<file path="src/rtl/pe_pkg.sv">
// Shared types and helpers for the multi-lane rate-coded inner-product PE.
// Window FSM states, product mode selectors and a width-generic saturating adder.
package pe_pkg;

   typedef enum logic [1:0] {
      IDLE = 2'd0,
      RUN  = 2'd1,
      DONE = 2'd2
   } pe_state_e;

   localparam int MODE_UNI = 0;
   localparam int MODE_BI  = 1;

   // Operands arrive sign-extended to 64 bits; the result is clamped to a w-bit signed range.
   function automatic logic signed [63:0] sat_add(input logic signed [63:0] a,
                                                  input logic signed [63:0] b,
                                                  input int w);
      logic signed [64:0] s, hi, lo;
      s  = 65'(a) + 65'(b);
      hi = (65'sd1 <<< (w - 1)) - 65'sd1;
      lo = -(65'sd1 <<< (w - 1));
      if (s > hi) return 64'(hi);
      if (s < lo) return 64'(lo);
      return 64'(s);
   endfunction

endpackage

</file>
<file path="src/rtl/pe_lane.sv">
// One stochastic multiply lane: weight register, bitstream comparator and signed +/-1/0 contribution.
module pe_lane
   import pe_pkg::*;
#(
   parameter int IWIDTH = 16,
   parameter int MODE   = MODE_UNI
) (
   input  logic              clk,
   input  logic              rst,
   input  logic              en_w_i,
   input  logic              clr_w_i,
   input  logic [IWIDTH-1:0] wght_i,
   input  logic              ifm_bit_i,
   input  logic              ifm_sign_i,
   input  logic [IWIDTH-2:0] randw_i,
   output logic [IWIDTH-1:0] wght_o,
   output logic signed [1:0] contrib_o
);

   logic [IWIDTH-1:0] w_q;
   logic              wbit, p, neg;

   always_ff @(posedge clk) begin
      if (rst)          w_q <= '0;
      else if (clr_w_i) w_q <= '0;
      else if (en_w_i)  w_q <= wght_i;
   end

   // Magnitude drives the bitstream in both modes; the sign only matters for bipolar.
   assign wbit = (randw_i < w_q[IWIDTH-2:0]);
   assign p    = ifm_bit_i & wbit;
   assign neg  = (MODE == MODE_BI) && (ifm_sign_i ^ w_q[IWIDTH-1]);

   always_comb begin
      contrib_o = 2'sb00;
      if (p) contrib_o = neg ? 2'sb11 : 2'sb01;
   end

   assign wght_o = w_q;

endmodule

</file>
<file path="src/rtl/pe_inner_mc.sv">
// Multi-lane rate-coded inner-product PE: per-lane stochastic products summed into a windowed,
// saturating accumulator that is added to the upstream partial sum and forwarded systolically.
module pe_inner_mc
   import pe_pkg::*;
#(
   parameter int LANES  = 4,
   parameter int IWIDTH = 16,
   parameter int OWIDTH = 24,
   parameter int CWIDTH = 16,
   parameter int MODE   = MODE_UNI
) (
   input  logic                    clk,
   input  logic                    rst,
   input  logic                    start,
   input  logic [CWIDTH-1:0]       cfg_len,
   input  logic                    en_w,
   input  logic                    clr_w,
   input  logic                    en_o,
   input  logic                    clr_o,
   input  logic [LANES-1:0]        ifm_bit,
   input  logic [LANES-1:0]        ifm_sign,
   input  logic [LANES*IWIDTH-1:0] wght,
   input  logic [IWIDTH-2:0]       randW,
   input  logic [OWIDTH-1:0]       ofm,
   output logic                    en_w_d,
   output logic                    clr_w_d,
   output logic                    en_o_d,
   output logic                    clr_o_d,
   output logic [LANES-1:0]        ifm_bit_d,
   output logic [LANES-1:0]        ifm_sign_d,
   output logic [LANES*IWIDTH-1:0] wght_d,
   output logic [IWIDTH-2:0]       randW_d,
   output logic [OWIDTH-1:0]       ofm_d,
   output logic                    mac_done_d,
   output logic                    busy
);

   localparam int DW = $clog2(LANES + 1) + 1;

   logic                    en_w_q, clr_w_q, en_o_q, clr_o_q;
   logic [LANES-1:0]        ifm_bit_q, ifm_sign_q;
   logic [IWIDTH-2:0]       randw_q;
   logic [LANES*IWIDTH-1:0] wght_q;
   logic [LANES-1:0][1:0]   contrib;

   pe_state_e               state_q;
   logic [CWIDTH-1:0]       cnt_q;
   logic signed [OWIDTH-1:0] acc_q, acc_d;
   logic [OWIDTH-1:0]       ofm_q, ofm_sum_d;
   logic                    done_q;
   logic signed [DW-1:0]    delta;
   logic                    launch;

   for (genvar i = 0; i < LANES; i++) begin : g_lane
      pe_lane #(.IWIDTH(IWIDTH), .MODE(MODE)) u_lane (
         .clk       (clk),
         .rst       (rst),
         .en_w_i    (en_w),
         .clr_w_i   (clr_w),
         .wght_i    (wght[i*IWIDTH +: IWIDTH]),
         .ifm_bit_i (ifm_bit_q[i]),
         .ifm_sign_i(ifm_sign_q[i]),
         .randw_i   (randW),
         .wght_o    (wght_q[i*IWIDTH +: IWIDTH]),
         .contrib_o (contrib[i])
      );
   end

   always_comb begin
      delta = '0;
      for (int i = 0; i < LANES; i++) delta = delta + DW'($signed(contrib[i]));
   end

   assign acc_d     = OWIDTH'(sat_add(64'(acc_q), 64'(delta), OWIDTH));
   assign ofm_sum_d = OWIDTH'(sat_add(64'($signed(ofm)), 64'(acc_q), OWIDTH));
   assign launch    = start && (cfg_len != '0);

   always_ff @(posedge clk) begin
      if (rst) begin
         en_w_q     <= 1'b0;
         clr_w_q    <= 1'b0;
         en_o_q     <= 1'b0;
         clr_o_q    <= 1'b0;
         ifm_bit_q  <= '0;
         ifm_sign_q <= '0;
         randw_q    <= '0;
      end else begin
         en_w_q     <= en_w;
         clr_w_q    <= clr_w;
         en_o_q     <= en_o;
         clr_o_q    <= clr_o;
         ifm_bit_q  <= ifm_bit;
         ifm_sign_q <= ifm_sign;
         randw_q    <= randW;
      end
   end

   // Window FSM; ofm_d passes ofm through except in the single DONE cycle.
   always_ff @(posedge clk) begin
      if (rst) begin
         state_q <= IDLE;
         cnt_q   <= '0;
         acc_q   <= '0;
         ofm_q   <= '0;
         done_q  <= 1'b0;
      end else begin
         done_q <= 1'b0;
         ofm_q  <= ofm;
         if (clr_o) begin
            acc_q   <= '0;
            state_q <= IDLE;
         end else begin
            case (state_q)
               IDLE: if (launch) begin
                  cnt_q   <= cfg_len - CWIDTH'(1);
                  state_q <= RUN;
               end
               RUN: if (en_o) begin
                  acc_q <= acc_d;
                  if (cnt_q == '0) state_q <= DONE;
                  else             cnt_q   <= cnt_q - CWIDTH'(1);
               end
               DONE: begin
                  ofm_q  <= ofm_sum_d;
                  done_q <= 1'b1;
                  acc_q  <= '0;
                  if (launch) begin
                     cnt_q   <= cfg_len - CWIDTH'(1);
                     state_q <= RUN;
                  end else begin
                     state_q <= IDLE;
                  end
               end
               default: state_q <= IDLE;
            endcase
         end
      end
   end

   assign en_w_d     = en_w_q;
   assign clr_w_d    = clr_w_q;
   assign en_o_d     = en_o_q;
   assign clr_o_d    = clr_o_q;
   assign ifm_bit_d  = ifm_bit_q;
   assign ifm_sign_d = ifm_sign_q;
   assign wght_d     = wght_q;
   assign randW_d    = randw_q;
   assign ofm_d      = ofm_q;
   assign mac_done_d = done_q;
   assign busy       = (state_q != IDLE);

endmodule

</file>
<file path="config.mk">
export PLATFORM = sky130hd
export DESIGN_NAME = pe_inner_mc
export DESIGN_NICKNAME = d
export VERILOG_FILES = /design/src/rtl/pe_pkg.sv /design/src/rtl/pe_lane.sv /design/src/rtl/pe_inner_mc.sv
export SDC_FILE = /design/constraint.sdc
export NUM_CORES = 1
export LEC_CHECK = 0
export CAP_MARGIN = 10
export CORE_MARGIN = 2
export CORE_UTILIZATION = 45
export CTS_CLUSTER_DIAMETER = 40
export DETAILED_ROUTE_END_ITERATION = 12
export PLACE_DENSITY = 0.74
export SETUP_SLACK_MARGIN = 0.5
export SYNTH_ARGS = -nofsm -noshare
export SYNTH_HDL_FRONTEND = slang
export SYNTH_SLANG_ARGS = --single-unit
export TNS_END_PERCENT = 50
</file>
<file path="constraint.sdc">
create_clock -name clk -period 15.75 [get_ports clk]
set_input_delay 3.15 -clock clk [delete_from_list [all_inputs] [get_ports clk]]
set_output_delay 3.15 -clock clk [all_outputs]
set_load 0.02 [all_outputs]
</file>
Fig. 1: cells by drive strength
Bar = 50 um.
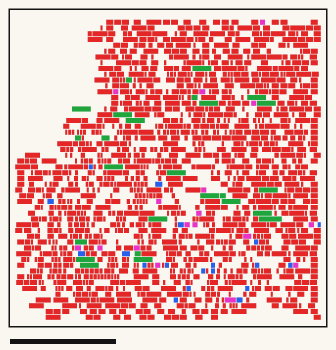
- drive 3 to 4: magenta (cells 17; most used buf_4)
- drive 1 or less: red (cells 1302; most used clkdlybuf4s50_1)
- drive 2: blue (cells 19; most used or2_2)
- drive 6 and up: green (cells 25; most used clkbuf_16)
Non-clk bufs: 258
Finished Cell Area: 0.01262 mm^2
relative area change from synthesis to final layout: 34.27%
final worst setup slack: 7699 ps

Fig. 2: metal 3
Bar = 50 um.
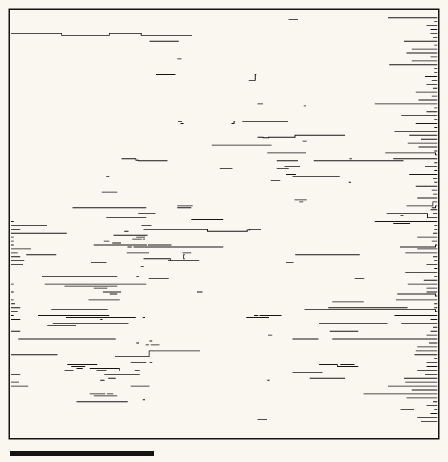
- nets with wire on the layer: 205
- share of all routed wire: 6.5%
- longest straight run: 45.3 um
- wire length on this layer: 1870 um
Via Count: 9093
grt met3 use: 5.061%
Routed WL: 28840 um

Fig. 3: signal wires on met4
Supply wires on this layer in grey. Cells faint in the background.
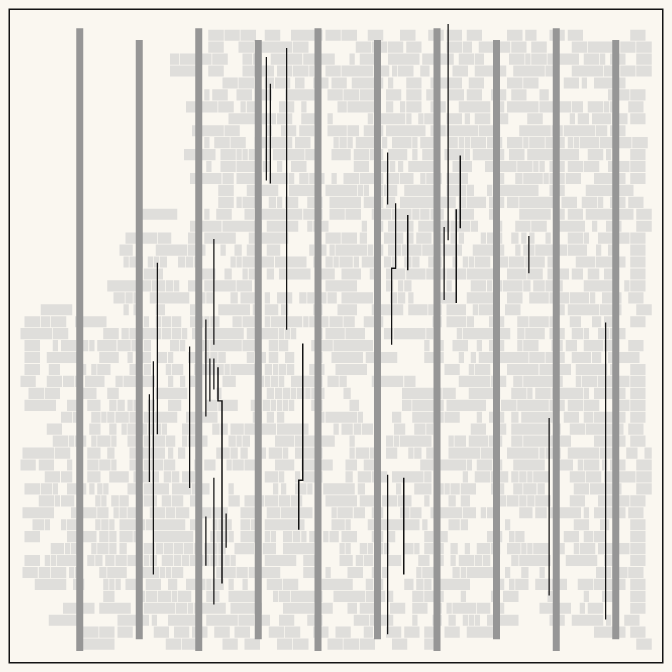
- main direction: vertical
- share of all routed wire: 2.7%
- longest straight run: 67.3 um
- nets with wire on the layer: 23
- wire length on this layer: 788 um

==> results.txt <==
The run has ended; figures from its reports follow.

The count of cells along the worst hold path came out at 2. Per the finish-stage timing summary, setup violations number 0. The tree is rooted in a clkbuf_16. The internal power contribution came out at ~730 uW. In this run the count of I/O pins placed on the die edge is around 250. Per the detail_route log, the uppermost layer with routed signals is met4. STA classifies the critical path startpoint as an input port. Of all cell types, the one taking the most synthesized area is dfxtp_1. The reported clock group power came out at 411 uW. The post-DP HPWL came out at 21600 um. The synthesized-area fraction occupied by and/or/nand/nor cells is 19.02%.

The largest part of the power goes to registers. Per the run summary, max-cap violations total 0. Of the post-synthesis cell area, the dominant cell type holds 33.64%.

The worst-case vdd ir drop is 0.00007171 V. The met3 layer wire length in the routed design came out at 1873 um. The dominant combinational cell family by area after synthesis is simple AND/OR/NAND/NOR gates. The clock sink total came out at 158. The buffers plus inverters on the worst setup path came out at 1. The timing report gives the biggest stage delay along the critical path as 620 ps.

The number of buffers added by the clock tree synthesis step is 17. The number of enable flip-flop cells came out at 0. Counting I/O delays and the setup requirement, the final critical path takes roughly 8100 ps.

The vertical die size came out at 148.5 um. The arithmetic-cell share of the synthesized area counting full adders, half adders and majority gates is 12.08%. Yosys attributes the largest share of cell area to dfxtp_1 34%, ha_1 11%, mux2i_1 8.4%, nor2_1 5.4%, nand2_1 4.0%. The run finished with clean final reports.

The total inserted antenna cells came out at 0. The critical path's slowest cell is clkdlybuf4s50_1. The sequential cell area fraction in the yosys report is 33.64%. Warnings reported by Yosys during synthesis add up to 0.

The data arrival time reported for the critical path is 8370 ps. Per the post-place timing report, worst setup slack is 7312 ps. Among the stages of the critical path, the cell type that occurs most often is a21o_1. Once synthesis finished, the tally of register bits stood at 158. The type recorded for the worst min-delay path is register to register. The post-route fraction of the period consumed by the critical path is about half.

TritonCTS built the clock tree. The biggest fanout along the worst timing path came out at 20. The most frequently used library cell after synthesis is dfxtp_1. Of the total power, the clock network draws between 40% and 50%. Yosys reported that registers with async set or reset make up 0%. The leakage component of the power was reported as 5.119 nW. The capture instance of the worst register-to-register path is acc_q[8].

The via count of the first global-routing pass came out at approximately 8600. The quantity of hold-fixing buffers added after cts is 0. The critical path is of the input port to register type. The synthesis area per yosys is 0.009402 mm^2.

The synthesized netlist devotes 2.236% of its cell area to XOR and XNOR gates. For the worst flop-to-flop path, the logic depth is 21. The setup TNS after final layout is 0 ps.

Including well taps, the total number of placed cells is ~1600. The number of input and output port buffers inserted is 250. Per the post-route antenna check, the number of violating nets is 0. The utilization after layout is between 60% and 70%. The required time of the worst setup path came out at 16060 ps. The end of the critical path is acc_q[8]. The global-route wire length before repair came out at around 45000 um.

The total overflow reported by the global router came out at 0. The signal on the critical path passes through clkdlybuf4s50_1 > ha_1 > a21o_1 > a21o_1 > a21o_1 > a21o_1 > a21oi_1 > o21ai_0 > a21oi_1 > fa_1 > ha_1 > ha_1 > fa_1 > a21oi_1 > nor2_1 > and3_1 > nand3_1 > o21ai_0 > nand2b_1 > o21ai_0 > a32o_1. After layout, the design draws a total of around 1.0 mW. The flow reports power dissipated in sequential cells as 424 uW.

The met1 track demand over resource is 30.92%. Summing the areas of all compound-gate instances in the mapped netlist gives a little under a fifth of the synthesized area. The share of power burned in combinational logic came out at between 10% and 20%. For hold timing, the worst endpoint is cnt_q[13]. The clock-pin slew of the registers on the worst-case setup and hold paths is 80 ps. The post-synthesis cell count from yosys came out at 1132. The final number of hold-violating endpoints is 0. The clock latency reported for the late side of the worst-skew pair came out at 440 ps. The power per standard cell area is 80.59 mW/mm^2. The actual transition at the worst max-transition pin is 1094 ps. By count the netlist is led by 158 x dfxtp_1, 136 x nor2_1, 100 x nand2_1. The switching power is 289.1 uW.

The multiplexer share of the synthesized area came out at 8.690%. Detailed placement reports a standard cell area of roughly 0.012 mm^2. The cell count after synthesis is 1132. The initial antenna violation count came out at 0.

The number of nets at floorplan came out at 1355. The achievable frequency is 0.1242 GHz. The final-report max-slew violation count came out at 0. The number of stages on the worst setup path came out at 21. The final weighted congestion in routability-driven placement is between 0.9 and 1. The sequential cell fraction of total power is 41.7%. Across all hold checks on the routed design, the worst slack comes to between 500 and 600 ps. Setup repair after global routing left no endpoint under its margin. The most used flip-flop cell after synthesis is dfxtp_1. The register-to-register path setup slack came out at 10560 ps. The post-route met1 wirelength is about 12000 um. The number of buffers between clock root and the deepest sink came out at 2. Global route summary, busiest routing layer listed as met2. The ratio of cells with drive above 1 in the final layout came out at 4.475%.
Fig. 4: metal layers overlaid
Bar = 50 um.
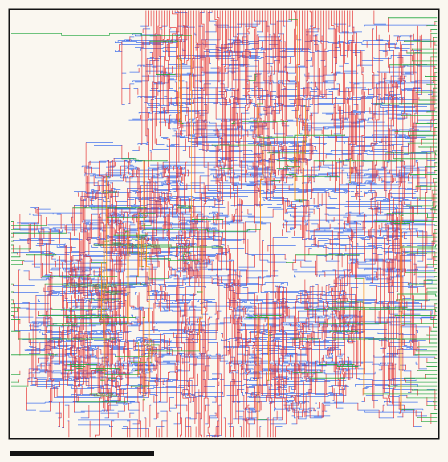
- met2: red (wire length 14100 um)
- met4: orange (wire length 788 um)
- met1: blue (wire length 12100 um)
- met3: green (wire length 1870 um)
wire length per cell: 17.66 um
combined global-route utilization of all metal layers: 25.43%

Fig. 5: placement view
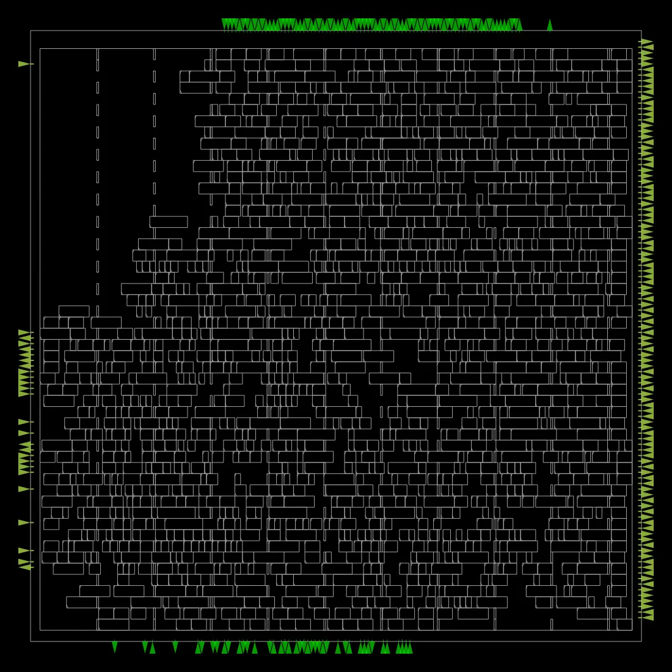
Filler Cell Count: 1779
final std cells w/o fill: 1633
proportion of cell area occupied by registers: 25.06%
Well Taps: 270

## area by class of cell
| type | count | area (um^2) |
|---|---|---|
| well taps | 270 | 337.8 |
| repair buffers | 258 | 2555 |
| clock inverters | 14 | 150.1 |
| flip-flops and latches | 158 | 3163 |
| multi-input cells | 841 | 5710 |
| clock buffers | 17 | 425.4 |
| inverters | 75 | 281.5 |
| fillers | 1779 | 7741 |
## flip-flops by register name (all words and copies together), names as in the netlist
signal	count
ofm_d	24
cnt_q	16
clr_w_d	1
state_q	2
ifm_sign_d	4
ifm_bit_d	4
acc_q	24
mac_done_d	1
g_lane.u_lane.wght_o	64
en_w_d	1
randW_d	15
en_o_d	1
clr_o_d	1
Power and IR drop assume default switching activity.
